<file path="config.mk">
export PLATFORM = sky130hd
export DESIGN_NAME = demux_1x4
export DESIGN_NICKNAME = d
export VERILOG_FILES = /design/src/rtl/demux_1x4.sv
export SDC_FILE = /design/constraint.sdc
export NUM_CORES = 1
export LEC_CHECK = 0
export CAP_MARGIN = 30
export CELL_PAD_IN_SITES_DETAIL_PLACEMENT = 1
export CELL_PAD_IN_SITES_GLOBAL_PLACEMENT = 2
export CORE_MARGIN = 2
export CORE_UTILIZATION = 14
export CTS_BUF_LIST = sky130_fd_sc_hd__clkbuf_8
export DETAILED_ROUTE_END_ITERATION = 10
export GPL_TIMING_DRIVEN = 0
export PLACE_DENSITY = 0.77
export SYNTH_ARGS = -nofsm -noshare
export SYNTH_HDL_FRONTEND = slang
export SYNTH_SLANG_ARGS = --single-unit
</file>
<file path="constraint.sdc">
create_clock -name clk -period 0.8 [get_ports clk]
set_input_delay 0.16 -clock clk [delete_from_list [all_inputs] [get_ports clk]]
set_output_delay 0.16 -clock clk [all_outputs]
set_load 0.01 [all_outputs]
</file>
<file path="src/rtl/demux_1x4.sv">
// -----------------------------------------------------------------------------
// demux_1x4
//
// Purpose:
//   Registered 1-to-4 demultiplexer for a single data bit. It also keeps an
//   optional per-channel count of din rising edges. Each clock edge routes din
//   to the channel chosen by s and drives the other three channels low. It
//   also registers a one-hot copy of s. No output has a combinational path
//   from din or s.
//
// Configuration macro:
//   DEMUX_1X4_COUNT_EN  - when defined, the din rising-edge detector and the
//                         four saturating counters are built. When undefined,
//                         they are omitted: cnt0..cnt3 are tied to zero and
//                         cnt_clr is ignored.
//
// Parameters:
//   CNT_W    - width of each per-channel edge counter (2..16)
//
// Ports:
//   clk      in   1      rising-edge clock
//   rst_n    in   1      asynchronous active-low reset
//   din      in   1      data bit to route
//   s        in   2      channel select (0->d0 .. 3->d3)
//   cnt_clr  in   1      synchronous clear of all edge counters
//   d0..d3   out  1      routed data, one cycle latency
//   sel_oh   out  4      registered one-hot of s
//   cnt0..3  out  CNT_W  saturating rising-edge count of din per channel
// -----------------------------------------------------------------------------
module demux_1x4 #(
    parameter int CNT_W = 8
) (
    input  logic             clk,
    input  logic             rst_n,
    input  logic             din,
    input  logic [1:0]       s,
    input  logic             cnt_clr,
    output logic             d3,
    output logic             d2,
    output logic             d1,
    output logic             d0,
    output logic [3:0]       sel_oh,
    output logic [CNT_W-1:0] cnt0,
    output logic [CNT_W-1:0] cnt1,
    output logic [CNT_W-1:0] cnt2,
    output logic [CNT_W-1:0] cnt3
);

    // One-hot decode of the select. It feeds the sel_oh register, the data
    // routing and the counter enables.
    logic [3:0] sel_d;
    logic [3:0] sel_q;
    logic [3:0] data_d;
    logic [3:0] data_q;

    assign sel_d  = 4'b0001 << s;
    assign data_d = sel_d & {4{din}};

    always_ff @(posedge clk or negedge rst_n) begin
        if (!rst_n) begin
            sel_q  <= 4'b0000;
            data_q <= 4'b0000;
        end else begin
            sel_q  <= sel_d;
            data_q <= data_d;
        end
    end

    assign d0     = data_q[0];
    assign d1     = data_q[1];
    assign d2     = data_q[2];
    assign d3     = data_q[3];
    assign sel_oh = sel_q;

    // Counter values for all channels, gathered so the port mapping is uniform
    // in both build variants.
    logic [3:0][CNT_W-1:0] cnt_all;

`ifdef DEMUX_1X4_COUNT_EN
    logic din_q;
    logic rise;

    always_ff @(posedge clk or negedge rst_n) begin
        if (!rst_n) begin
            din_q <= 1'b0;
        end else begin
            din_q <= din;
        end
    end

    // din_q resets to 0, so din high on the first edge after reset is an edge.
    assign rise = din & ~din_q;

    genvar gi;
    generate
        for (gi = 0; gi < 4; gi++) begin : g_cnt
            logic [CNT_W-1:0] cnt_q;
            logic [CNT_W-1:0] cnt_d;

            // A clear wins over a simultaneous increment. A full counter holds
            // its value and does not wrap.
            always_comb begin
                cnt_d = cnt_q;
                if (cnt_clr) begin
                    cnt_d = '0;
                end else if (rise && sel_d[gi] && (cnt_q != {CNT_W{1'b1}})) begin
                    cnt_d = cnt_q + 1'b1;
                end
            end

            always_ff @(posedge clk or negedge rst_n) begin
                if (!rst_n) begin
                    cnt_q <= '0;
                end else begin
                    cnt_q <= cnt_d;
                end
            end

            assign cnt_all[gi] = cnt_q;
        end
    endgenerate
`else
    // cnt_clr has no function without the counters.
    logic unused_cnt_clr;
    assign unused_cnt_clr = cnt_clr;
    assign cnt_all        = '0;
`endif

    assign cnt0 = cnt_all[0];
    assign cnt1 = cnt_all[1];
    assign cnt2 = cnt_all[2];
    assign cnt3 = cnt_all[3];

endmodule

</file>
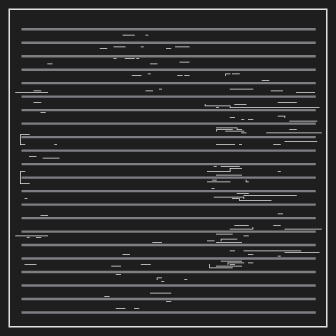
**Above:** run 1 (the metal 1 layer).
Supply wires on this layer in grey.
- longest straight run: 17.9 um
- main direction: horizontal

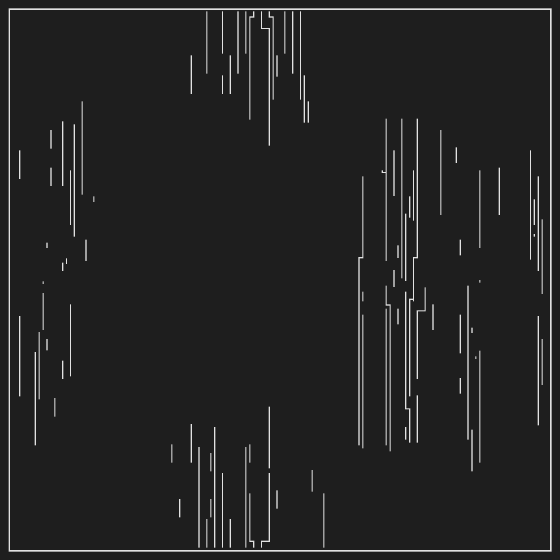
**Above:** run 1 (met2 routing).
- share of all routed wire: 59%
- main direction: vertical
- wire length on this layer: 649 um

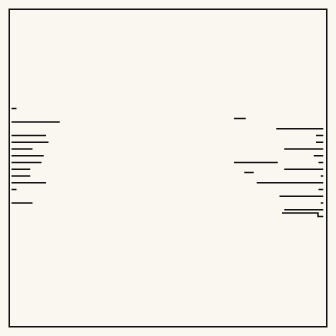
**Above:** run 1 (met3 routing).
- wire length on this layer: 138 um
- longest straight run: 13.1 um
- nets with wire on the layer: 27
- main direction: horizontal
- share of all routed wire: 13%

==> out/writeup.txt, run 1 <==
The total grt overflow was 0. With the average instance area after synthesis at 10.2 um^2, the count of boundary I/O pins is 46. The xor and xnor fraction of the mapped netlist area is 0.

The flow ran to the end, but the final reports show violations. The distinct cell type count after synthesis was 9; the number of fillers in the final layout was 400. For reference, the top cells by area after synthesis are buf_4 (48%), dfrtp_1 (40%), and3b_1 (3.5%).

Footprint of the multi-input gates: 180 um^2. The checks that failed: negative setup slack. The core region is 3390 um^2. The tools report the clock share of power as 0.397. The critical path endpoint has a required time of 0.64 ns. The net switching share of the total power is 0.239, and the total of endpoints with negative setup slack in the final report is 8. Synthesis inferred 8 register bits. Cell type contributing the most total cell area after synthesis: buf_4. The logs give 889 uW for the internal power and 21 for the number of placement rows. Among all stages on the critical path, the largest delay is contributed by dfrtp_1.

TritonCTS built the clock tree. The analysis attributes to cell leakage a power of 0.000497 uW. The count of buffer and inverter cells on the critical path works out to 1.

In this run the worst setup path terminates at d3. Power spread over the standard cell area amounts to 1450 nW/um^2. The post-synth area from yosys stat was 499 um^2. The layout overhead on the synthesized area is 60.9%, and the fraction of final layout cells sized beyond drive strength 1 is 0.474. The simple-gate share of the synthesized area is 0.110. The routed design shows a wire length per standard cell of 7.79 um.

The overall fraction of global-route tracks in use is 0.0583. Counting plain and timing-repair buffers in the layout gives 44. The peak fanout along the critical path came out at 1.

The commonest cells after synthesis are buf_4 (32), dfrtp_1 (8), and3b_1 (2), nor2b_1 (2). Flop count: 8. For the antenna cell count, the log shows 0. Walking the worst path, the cells encountered are buf_2. The final max-slew violation count recorded for this run is 0.

The share of the clock period used by the worst path after layout is 1.09. The run gives 40 for the layout multi-input combinational cell count. The run gives 0 as the number of antenna violations at the first check in global routing.

Counting flops with a built-in enable in the synthesized netlist gives 0. The pre-placement core utilization was 0.147. The final setup slack of the worst path came out at -0.0754 ns.

The proportion of synthesized chip area in sequential cells was 0.401. Total routed wirelength: 1100 um. The most critical min-delay path falls under in2async.

The HPWL after detailed placement was 978 um. The run gives 0.224 for the multi-input gate share of total cell area. The clock net in this run drives a total of 8 sinks. The maximum resistive drop on vdd was 0.339 mV. Counting the buffers created by CTS gives 3.

Setup repair after global routing could not meet its margin everywhere. The first detailed-routing pass ran for 2 iterations. With the area of all placed cells without fillers at 803 um^2, the worst setup slack before clock tree synthesis is -0.300 ns. For the buffer depth of the longest clock path, the log shows 2. With the mux cell area share after synthesis at 0, the violation tally from detailed-route iteration zero is 14. The run gives 1.14 GHz as the peak clock frequency supported by timing.

The routed layout reports a DRC error count of 0. Final net count: 103. The run gives 0.0404 for the met1 global-route usage. The proportion of power drawn by flip-flops and latches was 0.367; the total number of yosys warnings was 0. The dominant non-sequential cell family after synthesis is buffers and inverters. The post-synthesis async set-or-reset flop share is 1.00. The worst setup path is launched from a register.

Among cell families on the critical path, the largest total delay comes from flip-flops. Hold-check failures listed in the final report amount to 0. The layer with the highest usage is met2. Net switching power figure: 278 uW. The wire length of the first global-routing pass is 1770 um, and the height of the chip is 63.7 um. The number of levels in the clock H-tree is 1.

The flip-flop and latch share of the layout cell area is 0.249, and the endpoint arrival time on the critical path is 0.72 ns. The total negative slack was -0.515 ns; the logic gate share of total power was 0.235. The overall die size recorded for this design is 4060 um^2. The worst path needs 0.875 ns of the cycle, external delays included. The run gives 0 as the number of nets still failing antenna checks after routing.

The clock-pin slew on the worst setup and hold paths works out to 0.04 ns. With the adder-cell share of the synthesized area at 0, the smallest hold slack is 0.213 ns. The maximum single-stage delay on the critical path was 0.36 ns. The summed instance area of the synthesized netlist is 499 um^2. The number of warnings reported in the stage logs is 32. The top cell type's share of synthesized area works out to 0.481.

The post-route total power is 1170 uW. The flow inserted 46 tap cells. Counting the clock-network buffers in the layout gives 3. The worst setup path is captured at an output port.

The run gives 49 for the cell total in the yosys stat output. The non-clock buffering overhead in the final layout was 0.403; the met3 track demand over resource was 0.0286. The class occupying the most area after layout is reported as non-clock buffers. The total number of cells along the worst setup path is 1, and the count of input and output buffers is 12. The logs give 49 for the gate count of the mapped netlist and 793 um^2 for the post-placement cell area.

Dividing the detail-routed via count by the number of cells gives 2.68. The tools report the met2 track demand over resource as 0.116. The tools report the clock root buffer as clkbuf_8. The tool flagged a number of max-cap violations equal to 0.
run 1: power groups by stage:
stage | clock (uW) | combinational (uW) | sequential, uW
floorplan | 0 | 194 | 445
global placement | 0 | 276 | 434
detailed placement | 0 | 280 | 435
CTS | 476 | 259 | 429
global route | 505 | 302 | 431
finish | 464 | 275 | 429
run 1: flip-flops by register name (all words and copies together) (netlist names):
register  count
data_q        4
sel_oh        4
run 1: per-layer routing:
| metal | wire length (um) | vias up |
|---|---|---|
| met5 | 0 | - |
| met2 | 649 | 28 |
| met3 | 138 | 4 |
| met4 | 17 | 0 |
| li1 | - | 178 |
| met1 | 294 | 168 |
run 1: what timing repair did:
item | CTS | global route
hold buffers | 0 | 0
setup endpoints to repair | 12 | 9
resized | 34 | 2
buffers inserted | 0 | 0
--- run 2 (diff from run 1) ---
--- a/config.mk
+++ b/config.mk
@@ -8,7 +8,7 @@
 export CAP_MARGIN = 30
 export CELL_PAD_IN_SITES_DETAIL_PLACEMENT = 1
 export CELL_PAD_IN_SITES_GLOBAL_PLACEMENT = 2
-export CORE_MARGIN = 2
+export CORE_MARGIN = 4
 export CORE_UTILIZATION = 14
 export CTS_BUF_LIST = sky130_fd_sc_hd__clkbuf_8
 export DETAILED_ROUTE_END_ITERATION = 10
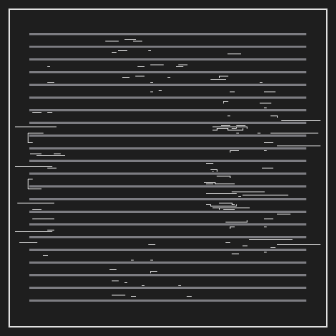
**Above:** run 2 (the metal 1 layer).
Supply wires on this layer in grey.
- share of all routed wire: 24%
- wire length on this layer: 275 um
- longest straight run: 10.1 um
- main direction: horizontal

==> run 2 against run 1 <==
Against the previous run:
- the run still ends with negative setup slack left
- count of clock-buffer cells in the layout unchanged
- clock power grew 1%
- first-iteration DRC count stayed put
- design area increased by 0.78%
- cell count stayed put
- combinational power is essentially flat
- hold slack worse by 0.0081 ns
- via count decreased by 1.3%
- worst setup slack worse by 0.010 ns
- global-route usage decreased by 1.1 points
==> out/writeup.txt, run 2 <==
The tools report the count of pins over their slew limit as 0 (unchanged). The largest part of the power goes to clock. The run gives 0 (unchanged) as the number of buffers inserted for hold repair after clock tree synthesis. The tools report the final setup slack of the worst path as -0.0858 ns (-0.0104 ns). Per STA, the worst path is made up of buf_2. The logs give 1520 um (-14%) for the wire length of the first global-routing pass and 40 (unchanged) for the layout multi-input combinational cell count.

The clock-pin slew on the worst setup and hold paths was 0.04 ns (about the same). Max-cap check violation count: 0 (unchanged). With the gate count of the mapped netlist at 49 (unchanged), the multi-input gate share of total cell area is 0.223 (-0.00173). The run finished, with violations left.

The pre-placement core utilization was 0.147 (unchanged). With the total of endpoints with negative setup slack in the final report at 8 (unchanged), the proportion of power drawn by flip-flops and latches is 0.366 (about the same). The number of remaining DRC errors was 0 (unchanged). The run gives 46 (unchanged) for the count of boundary I/O pins. Sequential power: 430 uW (about the same). The classification of the worst-slack hold path is in2async. The post-route total power came out at 1180 uW (+0.75%).

Flip-flop and latch share of the layout cell area: 0.247 (-0.00193). The post-synthesis async set-or-reset flop share is 1.00 (unchanged). Cell type contributing the most total cell area after synthesis: buf_4. The HPWL after detailed placement is 1040 um (+6.0%), and the net switching share of the total power is 0.242 (+0.00332). The main area contributors are buf_4 (48%), dfrtp_1 (40%), and3b_1 (3.5%). The run gives 12 (unchanged) for the count of input and output buffers. The post-CTS setup buffer count was 0 (unchanged). For the total routed wirelength, the log shows 1150 um (+4.8%). The checks that failed: negative setup slack. The top cell type's share of synthesized area was 0.481 (unchanged).

The peak fanout along the critical path came out at 1 (unchanged). With the distinct cell type count after synthesis at 9 (unchanged), the total tool warning count is 32 (unchanged). With the count of TritonRoute iterations in the first routing pass at 2 (unchanged), the footprint of the multi-input gates is 180 um^2 (unchanged).

The run gives 499 um^2 (unchanged) for the summed instance area of the synthesized netlist. For the final net count, the log shows 103 (unchanged). The run gives 0.204 ns (-0.00807 ns) for the smallest hold slack. The number of placement rows is 21 (unchanged), and the chip area is 4590 um^2 (+13%). Setup repair after global routing could not meet its margin everywhere. With the xor and xnor fraction of the mapped netlist area at 0 (unchanged), the maximum resistive drop on vdd is 0.272 mV (-20%). Yosys reports that the most numerous cell types are buf_4 (32), dfrtp_1 (8), and3b_1 (2), nor2b_1 (2). The total grt overflow came out at 0 (unchanged). TritonCTS built the clock tree. With the count of buffer and inverter cells on the critical path at 1 (unchanged), the clock share of power is 0.399 (+0.002).

The area of all placed cells without fillers was 810 um^2 (+0.78%); the total number of yosys warnings was 0 (unchanged). The mux cell area share after synthesis works out to 0 (unchanged). By area, non-clock buffers come first.

The run gives 46 (unchanged) as the inserted tap cell count. With the violation tally from detailed-route iteration zero at 14 (unchanged), the share of the clock period used by the worst path after layout is 1.11 (+0.0130). The non-clock buffer total of the final layout works out to 44 (unchanged). The run gives 0 (unchanged) for the adder-cell share of the synthesized area.

The critical path's top delay family is flip-flops. The post-cts gate resize count is 34 (unchanged). Non-clock buffering overhead in the final layout: 0.408 (+0.00461).

The total number of cells along the worst setup path works out to 1 (unchanged).
==> run 2: cell counts in the layout (fill, tap and decap cells not counted) <==
Identical to the previous run, type by type.
==> run 2: logic make-up (layout without fill, tap and decap cells) <==
kind of cell	after synthesis	in the layout
AND/OR/NAND/NOR	8	8
other	1	32
flip-flops	8	8
buffers and inverters	32	47
==> run 2: final timing paths <==
check                                       to
setup / recovery                            d3
hold / removal             sel_oh[2]$_DFF_PN0_
max in group asynchronous  data_q[0]$_DFF_PN0_
min in group clk           sel_oh[0]$_DFF_PN0_
==> run 2: metal layers <==
metal | GRT usage | vias to the layer above | wire (um)
met5 | 0 | - | 0
met4 | 0.0456 | 0 | 29
met3 | 0.0233 | 3 | 185
met2 | 0.0936 | 30 | 662
met1 | 0.0289 | 162 | 274
li1 | - | 178 | -
Power is estimated from default activity; no workload was simulated.
